## src/rtl/ocp2dbus_if.sv

```systemverilog
// ocp2dbus_if: OCP slave-port and DBus device-port signals of the ocp2dbus bridge.
// Signal names carry the bridge's point of view: i_* flow into the bridge and
// o_* flow out of it. The slave modport is the bridge; the master modport is
// the surrounding fabric port plus the attached device.
interface ocp2dbus_if #(
    parameter int ADDR_WIDTH = 32,
    parameter int DATA_WIDTH = 32,
    parameter int BEN_WIDTH  = 4
);
    // OCP side
    logic [ADDR_WIDTH-1:0] i_MAddr;
    logic [2:0]            i_MCmd;
    logic [DATA_WIDTH-1:0] i_MData;
    logic [BEN_WIDTH-1:0]  i_MByteEn;
    logic                  o_SCmdAccept;
    logic [DATA_WIDTH-1:0] o_SData;
    logic [1:0]            o_SResp;
    // Device side
    logic [ADDR_WIDTH-1:0] o_DAddr;
    logic                  o_DCmd;
    logic                  o_DRnW;
    logic [BEN_WIDTH-1:0]  o_DBen;
    logic [DATA_WIDTH-1:0] o_DData;
    logic [DATA_WIDTH-1:0] i_DData;
    logic                  i_DRdy;
    logic                  i_DErr;

    modport slave (
        input  i_MAddr, i_MCmd, i_MData, i_MByteEn,
        output o_SCmdAccept, o_SData, o_SResp,
        output o_DAddr, o_DCmd, o_DRnW, o_DBen, o_DData,
        input  i_DData, i_DRdy, i_DErr
    );

    modport master (
        output i_MAddr, i_MCmd, i_MData, i_MByteEn,
        input  o_SCmdAccept, o_SData, o_SResp,
        input  o_DAddr, o_DCmd, o_DRnW, o_DBen, o_DData,
        output i_DData, i_DRdy, i_DErr
    );
endinterface

```

## src/rtl/ocp2dbus.sv

```systemverilog
// ocp2dbus: OCP-to-DBus responder bridge, one outstanding transaction.
// Accepts OCP WR/RD in IDLE, issues a one-cycle device strobe, waits for
// i_DRdy/i_DErr and returns a single-cycle OCP response. Unsupported OCP
// commands are accepted and answered with ERR without touching the device.
// Optional feature macro: OCP2DBUS_TIMEOUT_EN forces an ERR response when the
// device stays silent for TIMEOUT_CYCLES counted CMD/WAIT cycles.
module ocp2dbus #(
    parameter int ADDR_WIDTH     = 32,
    parameter int DATA_WIDTH     = 32,
    parameter int BEN_WIDTH      = 4,
    parameter int TIMEOUT_CYCLES = 255
) (
    input  logic        clk,
    input  logic        rst,
    ocp2dbus_if.slave   bus
);

    localparam logic [2:0] MCMD_IDLE  = 3'd0;
    localparam logic [2:0] MCMD_WR    = 3'd1;
    localparam logic [2:0] MCMD_RD    = 3'd2;
    localparam logic [1:0] SRESP_NULL = 2'd0;
    localparam logic [1:0] SRESP_DVA  = 2'd1;
    localparam logic [1:0] SRESP_ERR  = 2'd3;

    typedef enum logic [1:0] {
        S_IDLE = 2'd0,
        S_CMD  = 2'd1,
        S_WAIT = 2'd2,
        S_RESP = 2'd3
    } state_t;

    state_t                r_state;
    state_t                w_next;

    logic [ADDR_WIDTH-1:0] r_daddr, w_daddr;
    logic [DATA_WIDTH-1:0] r_ddata, w_ddata;
    logic [BEN_WIDTH-1:0]  r_dben,  w_dben;
    logic                  r_drnw,  w_drnw;
    logic                  r_dcmd,  w_dcmd;
    logic [1:0]            r_sresp, w_sresp;
    logic [DATA_WIDTH-1:0] r_sdata, w_sdata;
    logic                  w_timeout;

`ifdef OCP2DBUS_TIMEOUT_EN
    // Last counter value before the timeout fires: the TIMEOUT_CYCLES-th counted cycle.
    localparam logic [7:0] TO_LAST = 8'(TIMEOUT_CYCLES - 1);
    logic [7:0] r_cnt;

    // Count CMD/WAIT cycles without completion; restart on each new command.
    always_ff @(posedge clk) begin
        if (rst) begin
            r_cnt <= 8'd0;
        end else if (r_state == S_IDLE && w_next == S_CMD) begin
            r_cnt <= 8'd0;
        end else if ((r_state == S_CMD || r_state == S_WAIT) &&
                     !(bus.i_DRdy || bus.i_DErr)) begin
            r_cnt <= r_cnt + 8'd1;
        end else begin
            r_cnt <= r_cnt;
        end
    end

    assign w_timeout = (r_state == S_CMD || r_state == S_WAIT) && (r_cnt == TO_LAST);
`else
    assign w_timeout = 1'b0;
`endif

    // Next-state and next-output decode; completions outside CMD/WAIT are ignored.
    always_comb begin
        w_next  = r_state;
        w_daddr = r_daddr;
        w_ddata = r_ddata;
        w_dben  = r_dben;
        w_drnw  = r_drnw;
        w_dcmd  = 1'b0;
        w_sresp = SRESP_NULL;
        w_sdata = {DATA_WIDTH{1'b0}};
        case (r_state)
            S_IDLE: begin
                if (bus.i_MCmd == MCMD_WR || bus.i_MCmd == MCMD_RD) begin
                    w_daddr = bus.i_MAddr;
                    w_ddata = bus.i_MData;
                    w_dben  = bus.i_MByteEn;
                    w_drnw  = (bus.i_MCmd == MCMD_RD);
                    w_dcmd  = 1'b1;
                    w_next  = S_CMD;
                end else if (bus.i_MCmd != MCMD_IDLE) begin
                    w_sresp = SRESP_ERR;
                    w_next  = S_RESP;
                end else begin
                    w_next  = S_IDLE;
                end
            end
            S_CMD, S_WAIT: begin
                if (bus.i_DErr) begin
                    // Error wins even when ready is raised in the same cycle.
                    w_sresp = SRESP_ERR;
                    w_next  = S_RESP;
                end else if (bus.i_DRdy) begin
                    w_sresp = SRESP_DVA;
                    w_sdata = r_drnw ? bus.i_DData : {DATA_WIDTH{1'b0}};
                    w_next  = S_RESP;
                end else if (w_timeout) begin
                    w_sresp = SRESP_ERR;
                    w_next  = S_RESP;
                end else begin
                    w_next  = S_WAIT;
                end
            end
            S_RESP: begin
                // Device-facing registers return to zero as the bridge re-enters IDLE.
                w_daddr = {ADDR_WIDTH{1'b0}};
                w_ddata = {DATA_WIDTH{1'b0}};
                w_dben  = {BEN_WIDTH{1'b0}};
                w_drnw  = 1'b0;
                w_next  = S_IDLE;
            end
            default: begin
                w_daddr = {ADDR_WIDTH{1'b0}};
                w_ddata = {DATA_WIDTH{1'b0}};
                w_dben  = {BEN_WIDTH{1'b0}};
                w_drnw  = 1'b0;
                w_next  = S_IDLE;
            end
        endcase
    end

    // State register and registered outputs; reset drops any in-flight transaction.
    always_ff @(posedge clk) begin
        if (rst) begin
            r_state <= S_IDLE;
            r_daddr <= {ADDR_WIDTH{1'b0}};
            r_ddata <= {DATA_WIDTH{1'b0}};
            r_dben  <= {BEN_WIDTH{1'b0}};
            r_drnw  <= 1'b0;
            r_dcmd  <= 1'b0;
            r_sresp <= SRESP_NULL;
            r_sdata <= {DATA_WIDTH{1'b0}};
        end else begin
            r_state <= w_next;
            r_daddr <= w_daddr;
            r_ddata <= w_ddata;
            r_dben  <= w_dben;
            r_drnw  <= w_drnw;
            r_dcmd  <= w_dcmd;
            r_sresp <= w_sresp;
            r_sdata <= w_sdata;
        end
    end

    // Accept is combinational from state so IDLE accepts in the same cycle.
    assign bus.o_SCmdAccept = (r_state == S_IDLE) && !rst;
    assign bus.o_SResp      = r_sresp;
    assign bus.o_SData      = r_sdata;
    assign bus.o_DAddr      = r_daddr;
    assign bus.o_DData      = r_ddata;
    assign bus.o_DBen       = r_dben;
    assign bus.o_DRnW       = r_drnw;
    assign bus.o_DCmd       = r_dcmd;

endmodule

```

## src/flat_wrapper.sv

```systemverilog
// flat-port wrapper written by rule: the top's interface ports become plain ports
module ocp2dbus_flat 
#(
    parameter int ADDR_WIDTH     = 32,
    parameter int DATA_WIDTH     = 32,
    parameter int BEN_WIDTH      = 4,
    parameter int TIMEOUT_CYCLES = 255
)
  (clk, rst, bus_i_MAddr, bus_i_MCmd, bus_i_MData, bus_i_MByteEn, bus_o_SCmdAccept, bus_o_SData, bus_o_SResp, bus_o_DAddr, bus_o_DCmd, bus_o_DRnW, bus_o_DBen, bus_o_DData, bus_i_DData, bus_i_DRdy, bus_i_DErr);
  ocp2dbus_if #(.ADDR_WIDTH(ADDR_WIDTH), .DATA_WIDTH(DATA_WIDTH), .BEN_WIDTH(BEN_WIDTH)) bus_i ();
  input  logic clk;
  input  logic rst;
  input wire logic [$bits(bus_i.i_MAddr)-1:0] bus_i_MAddr;
  input wire logic [$bits(bus_i.i_MCmd)-1:0] bus_i_MCmd;
  input wire logic [$bits(bus_i.i_MData)-1:0] bus_i_MData;
  input wire logic [$bits(bus_i.i_MByteEn)-1:0] bus_i_MByteEn;
  output wire logic [$bits(bus_i.o_SCmdAccept)-1:0] bus_o_SCmdAccept;
  output wire logic [$bits(bus_i.o_SData)-1:0] bus_o_SData;
  output wire logic [$bits(bus_i.o_SResp)-1:0] bus_o_SResp;
  output wire logic [$bits(bus_i.o_DAddr)-1:0] bus_o_DAddr;
  output wire logic [$bits(bus_i.o_DCmd)-1:0] bus_o_DCmd;
  output wire logic [$bits(bus_i.o_DRnW)-1:0] bus_o_DRnW;
  output wire logic [$bits(bus_i.o_DBen)-1:0] bus_o_DBen;
  output wire logic [$bits(bus_i.o_DData)-1:0] bus_o_DData;
  input wire logic [$bits(bus_i.i_DData)-1:0] bus_i_DData;
  input wire logic [$bits(bus_i.i_DRdy)-1:0] bus_i_DRdy;
  input wire logic [$bits(bus_i.i_DErr)-1:0] bus_i_DErr;
  assign bus_i.i_MAddr = bus_i_MAddr;
  assign bus_i.i_MCmd = bus_i_MCmd;
  assign bus_i.i_MData = bus_i_MData;
  assign bus_i.i_MByteEn = bus_i_MByteEn;
  assign bus_o_SCmdAccept = bus_i.o_SCmdAccept;
  assign bus_o_SData = bus_i.o_SData;
  assign bus_o_SResp = bus_i.o_SResp;
  assign bus_o_DAddr = bus_i.o_DAddr;
  assign bus_o_DCmd = bus_i.o_DCmd;
  assign bus_o_DRnW = bus_i.o_DRnW;
  assign bus_o_DBen = bus_i.o_DBen;
  assign bus_o_DData = bus_i.o_DData;
  assign bus_i.i_DData = bus_i_DData;
  assign bus_i.i_DRdy = bus_i_DRdy;
  assign bus_i.i_DErr = bus_i_DErr;
  ocp2dbus #(.ADDR_WIDTH(ADDR_WIDTH), .DATA_WIDTH(DATA_WIDTH), .BEN_WIDTH(BEN_WIDTH), .TIMEOUT_CYCLES(TIMEOUT_CYCLES)) u_core (.clk(clk), .rst(rst), .bus(bus_i));
endmodule
```

## config.mk

```make
export PLATFORM = sky130hd
export DESIGN_NAME = ocp2dbus_flat
export DESIGN_NICKNAME = d
export VERILOG_FILES = /design/src/rtl/ocp2dbus_if.sv /design/src/rtl/ocp2dbus.sv /design/src/flat_wrapper.sv
export SDC_FILE = /design/constraint.sdc
export NUM_CORES = 1
export LEC_CHECK = 0
export CAP_MARGIN = 20
export CELL_PAD_IN_SITES_DETAIL_PLACEMENT = 0
export CELL_PAD_IN_SITES_GLOBAL_PLACEMENT = 1
export CORE_ASPECT_RATIO = 1.5
export CORE_MARGIN = 2
export CORE_UTILIZATION = 23
export DETAILED_ROUTE_END_ITERATION = 8
export GPL_TIMING_DRIVEN = 0
export PLACE_DENSITY = 0.76
export RECOVER_POWER = 50
export SLEW_MARGIN = 20
export SYNTH_ARGS = -nofsm -noshare
export SYNTH_HDL_FRONTEND = slang
export SYNTH_SLANG_ARGS = --single-unit
```

## constraint.sdc

```tcl
create_clock -name clk -period 1.85 [get_ports clk]
set_clock_uncertainty 0.15 [all_clocks]
set_input_delay 0.555 -clock clk [delete_from_list [all_inputs] [get_ports clk]]
set_output_delay 0.555 -clock clk [all_outputs]
set_load 0.01 [all_outputs]
```

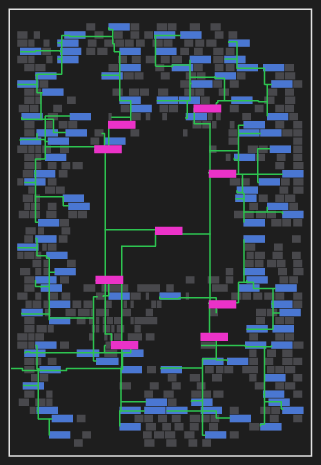
clock_wires.png
Scale: 3 px per um.
legend:
  green:
    item: clock wires
    length: 1270 um
  magenta:
    item: clock-net drivers
    count: 9
  blue:
    item: flip-flops
    count: 106
routed clock nets: 10
flops lie: spread over the die
Clk pwr share: 32.3%
clock insertion delay at the later pin of the skew report: 0.34 ns
Power Clock: 1.80 mW

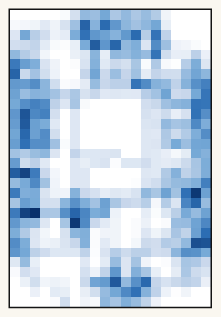
route_heat.png
Scale: 2 px per um. The die is cut into 20 by 30 equal tiles; white is low, dark blue is high, scaled to the fullest tile. Values are wire area over tile area, all layers added.
nearly empty tiles: 19%
emptiest ninth of the die: center
fullest tile: 0.40
mean over tiles: 0.11
tiles over half the peak: 18%
via count: 2795
DR WL/cell: 14.9 um
total wire length after detailed routing: 9720 um
GRT Overall Usage: 12.8%

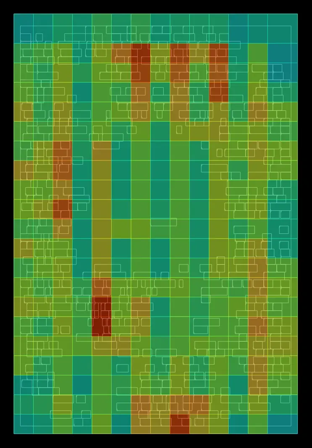
congestion_map.png
met2 track utilization from global routing: 23.1%
GR Util met1: 13.1%
met3 Track Usage GR: 4.28%
post-route core utilization: 42.8%
global route hottest layer: met2

==> run_results.csv <==
group,metric,value,unit
yosys,post_synth_tally_of_flip_flops_with_integrated_enable,0,
global_route,globalRouteOverflowTotal,0,
drt,dr.max_layer_used,"met4",
clock_network,cts_max_path_buffers,2,
setup_path,worstPathArrival,1.14,ns
finish,area_growth_syn_to_layout,81.2,%
yosys,top_cells_by_count,"dfxtp_1, a22o_1, and2_1, clkbuf_1, inv_1",
clock_network,cts-buffers-inserted,9,
clock_network,clk_transition_reported_paths,0.07,ns
finish,seqCellArea,2120,um2
setup_path,timing.critical_path.slowest_cell_delay,0.34,ns
yosys,logic_family,"AND-OR/OR-AND gates",
final_timing,fin_hold_ws,0.321,ns
yosys,synth-seq-cells,106,
yosys,ys_dominant_reg_cell,"dfxtp_1",
final_timing,finalClockPeriodUsage,99.5,%
yosys,yosysCellCount,255,
final_timing,worst_slew_margin_rel,71.0,%
finish,drive_gt1_share,10.7,%
setup_path,worstPathRequired,1.14,ns
pwr,p_leak,2.80,nW
drt,detail_route.wirelength.met1,3640,um
yosys,synth_cell_type_count,21,
yosys,floorplan_nets,365,
placed_design,dp_hpwl,7760,um
yosys,synth.top_cells.by_area,"dfxtp_1, a22o_1, and2_1",
drt,routed-wl-met3,915,um
setup_path,timing.critical_path.max_delay_family,"flip-flops",
drt,via_per_inst,4.30,
yosys,synth-xor-area-share,0.274,%
die,dieWidth,100,um
drt,antenna_left,0,
yosys,async_flop_share,0,%
yosys,mappedNetlistArea,3200,um2
setup_path,critical_path.slowest_cell,"dfxtp_2",
setup_path,crit_buf_inv,3,
finish,antenna_cells_inserted,0,
global_route,grt_start_max_net_pins,18,
clock_network,cts_root_buf,"clkbuf_16",
die,floorplan.rows,52,
run,maxCapViolations,0,
yosys,muxShareOfSynthArea,0,%
placed_design,post-place-cells,628,
clock_network,cts_tree,"yes",
placed_design,placed_cell_area,5520,um2
yosys,top_cell_area_share,66.4,%
setup_path,crit_path_max_fanout,4,
clock_network,cts.htree.levels,3,
outcome,outcome,"completed",
setup_path,setup.worst_path.end_class,"output pin",
final_timing,worst_slew_pin_slew,0.432,ns
final_timing,max_freq,0.543,GHz
final_timing,final-setup-viol-count,0,
placed_design,gp_routability_congestion,0.718,
yosys,yosysChipArea,3200,um2
yosys,top_cell,"dfxtp_1",
yosys,adder_share,1.17,%
pwr,report.power.total,5.57,mW
pwr,power.ir.vdd_worst,0.437,mV
finish,area_of_all_placed_cells_without_fillers,5800,um2
die,chip_area,14900,um2
yosys,simple_gate_share,8.65,%
global_route,first_global_vias,2974,
global_route,grt_first_pass_wirelength,14900,um
setup_path,series_of_cell_instances_along_the_critical_path,"inv_2 > ha_4 > nand2b_4 > inv_2 > buf_6",
yosys,postSynthCellCount,255,
run,tool_warnings,30,
yosys,ys.warnings.count,0,
finish,logic_area,1010,um2
final_timing,totalNegativeSetupSlack,0,ns
yosys,avgSynthCellArea,12.5,um2
yosys,synth.largest_area_cell,"dfxtp_1",
setup_path,setup.worst_path.class,"flop to output pin",
drt,met2WireLength,4930,um
min_path,worst_hold_path_type,"flop to flop",
global_route,grt_antenna_before_repair,0,
yosys,synth_seq_share,66.4,%
die,die-height,148,um
setup_path,critical-path-top-cell-by-count,"inv_2",
yosys,compound_area_share,20.3,%
drt,drt_drc_violations_left,0,
finish,nets,593,
final_timing,rsz0062_at_grt,"yes",
final_timing,finalCriticalPeriod,1.84,ns
clock_network,holdBufCountCts,0,
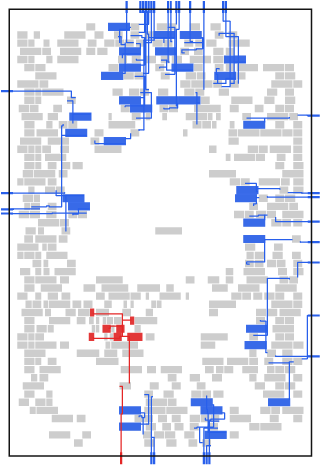
port_trees.png
Scale: 3 px per um.
legend:
  red:
    port: `rst`
    direction: input
    end_cells: 7
    buffers: 1
    wire: 78.3 um
  blue:
    port: `bus_o_DAddr`
    direction: output
    end_cells: 32
    buffers: 32
    wire: 1050 um
# port buffers: 211
top-level I/O count: 212

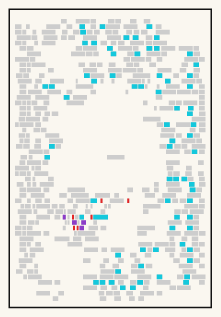
gates.png
Scale: 2 px per um.
legend:
  purple:
    family: aoi and oai cells
    cells: 4
  red:
    family: inv cells
    cells: 6
  cyan:
    family: non-inverting ao/oa cells
    cells: 71
proportion of cell area occupied by multi-input gates: 17.5%
Top cell excl fill/tap: dlygate4sd2_1
final cell count without fillers: 650

[power breakdown]
| part | switching, mW | internal (mW) |
|---|---|---|
| logic | 0.530 | 0.669 |
| clock network | 0.843 | 0.958 |
| registers | 0.0904 | 2.48 |
| total | 1.46 | 4.10 |
[cells in the final DEF, fill, tap and decap left out, types with 2 or more instances in the layout]
cell type / instances
nor3_1: 2
and2_1: 30
buf_8: 2
nand2_1: 2
nor2_1: 5
buf_2: 2
clkbuf_2: 10
inv_1: 3
a211oi_1: 3
clkbuf_16: 9
ha_1: 2
clkbuf_4: 2
a22o_1: 68
and2_0: 2
buf_4: 8
dfxtp_2: 2
inv_2: 3
clkdlybuf4s15_2: 3
dlygate4sd2_1: 105
clkdlybuf4s50_1: 102
dfxtp_1: 104
clkinv_4: 2
[repair_timing]
action                                 4_1_cts  5_1_grt
pin swaps                                    4        3
gates resized                              139       14
setup endpoints to repair                  174       60
setup buffers                                1        6
endpoints found under the hold margin        0        0
[final cells by class]
cell class	instances	share of cell area (%)
plain buffers	17	1.94
clock buffers	11	4.19
clock inverters	5	0.669
inverters	6	0.389
multi-input cells	125	17.5
flip-flops and latches	106	36.7
well taps	162	3.50
repair buffers	218	35.2
[path summary, 6_finish.rpt]
path	from	end	slack (ns)	depth (start not counted)
hold reg to reg	u_core.bus.o_DData[16]$_SDFFE_PP0P_	u_core.bus.o_DData[16]$_SDFFE_PP0P_	0.32	1
hold / removal	u_core.bus.o_DData[16]$_SDFFE_PP0P_	u_core.bus.o_DData[16]$_SDFFE_PP0P_	0.32	1
setup reg to reg	u_core.r_state[0]$_SDFF_PP0_	u_core.bus.o_DData[22]$_SDFFE_PP0P_	0.06	7
setup / recovery	u_core.r_state[0]$_SDFF_PP0_	bus_o_SCmdAccept	0.01	5
Power is estimated from default activity; no workload was simulated.
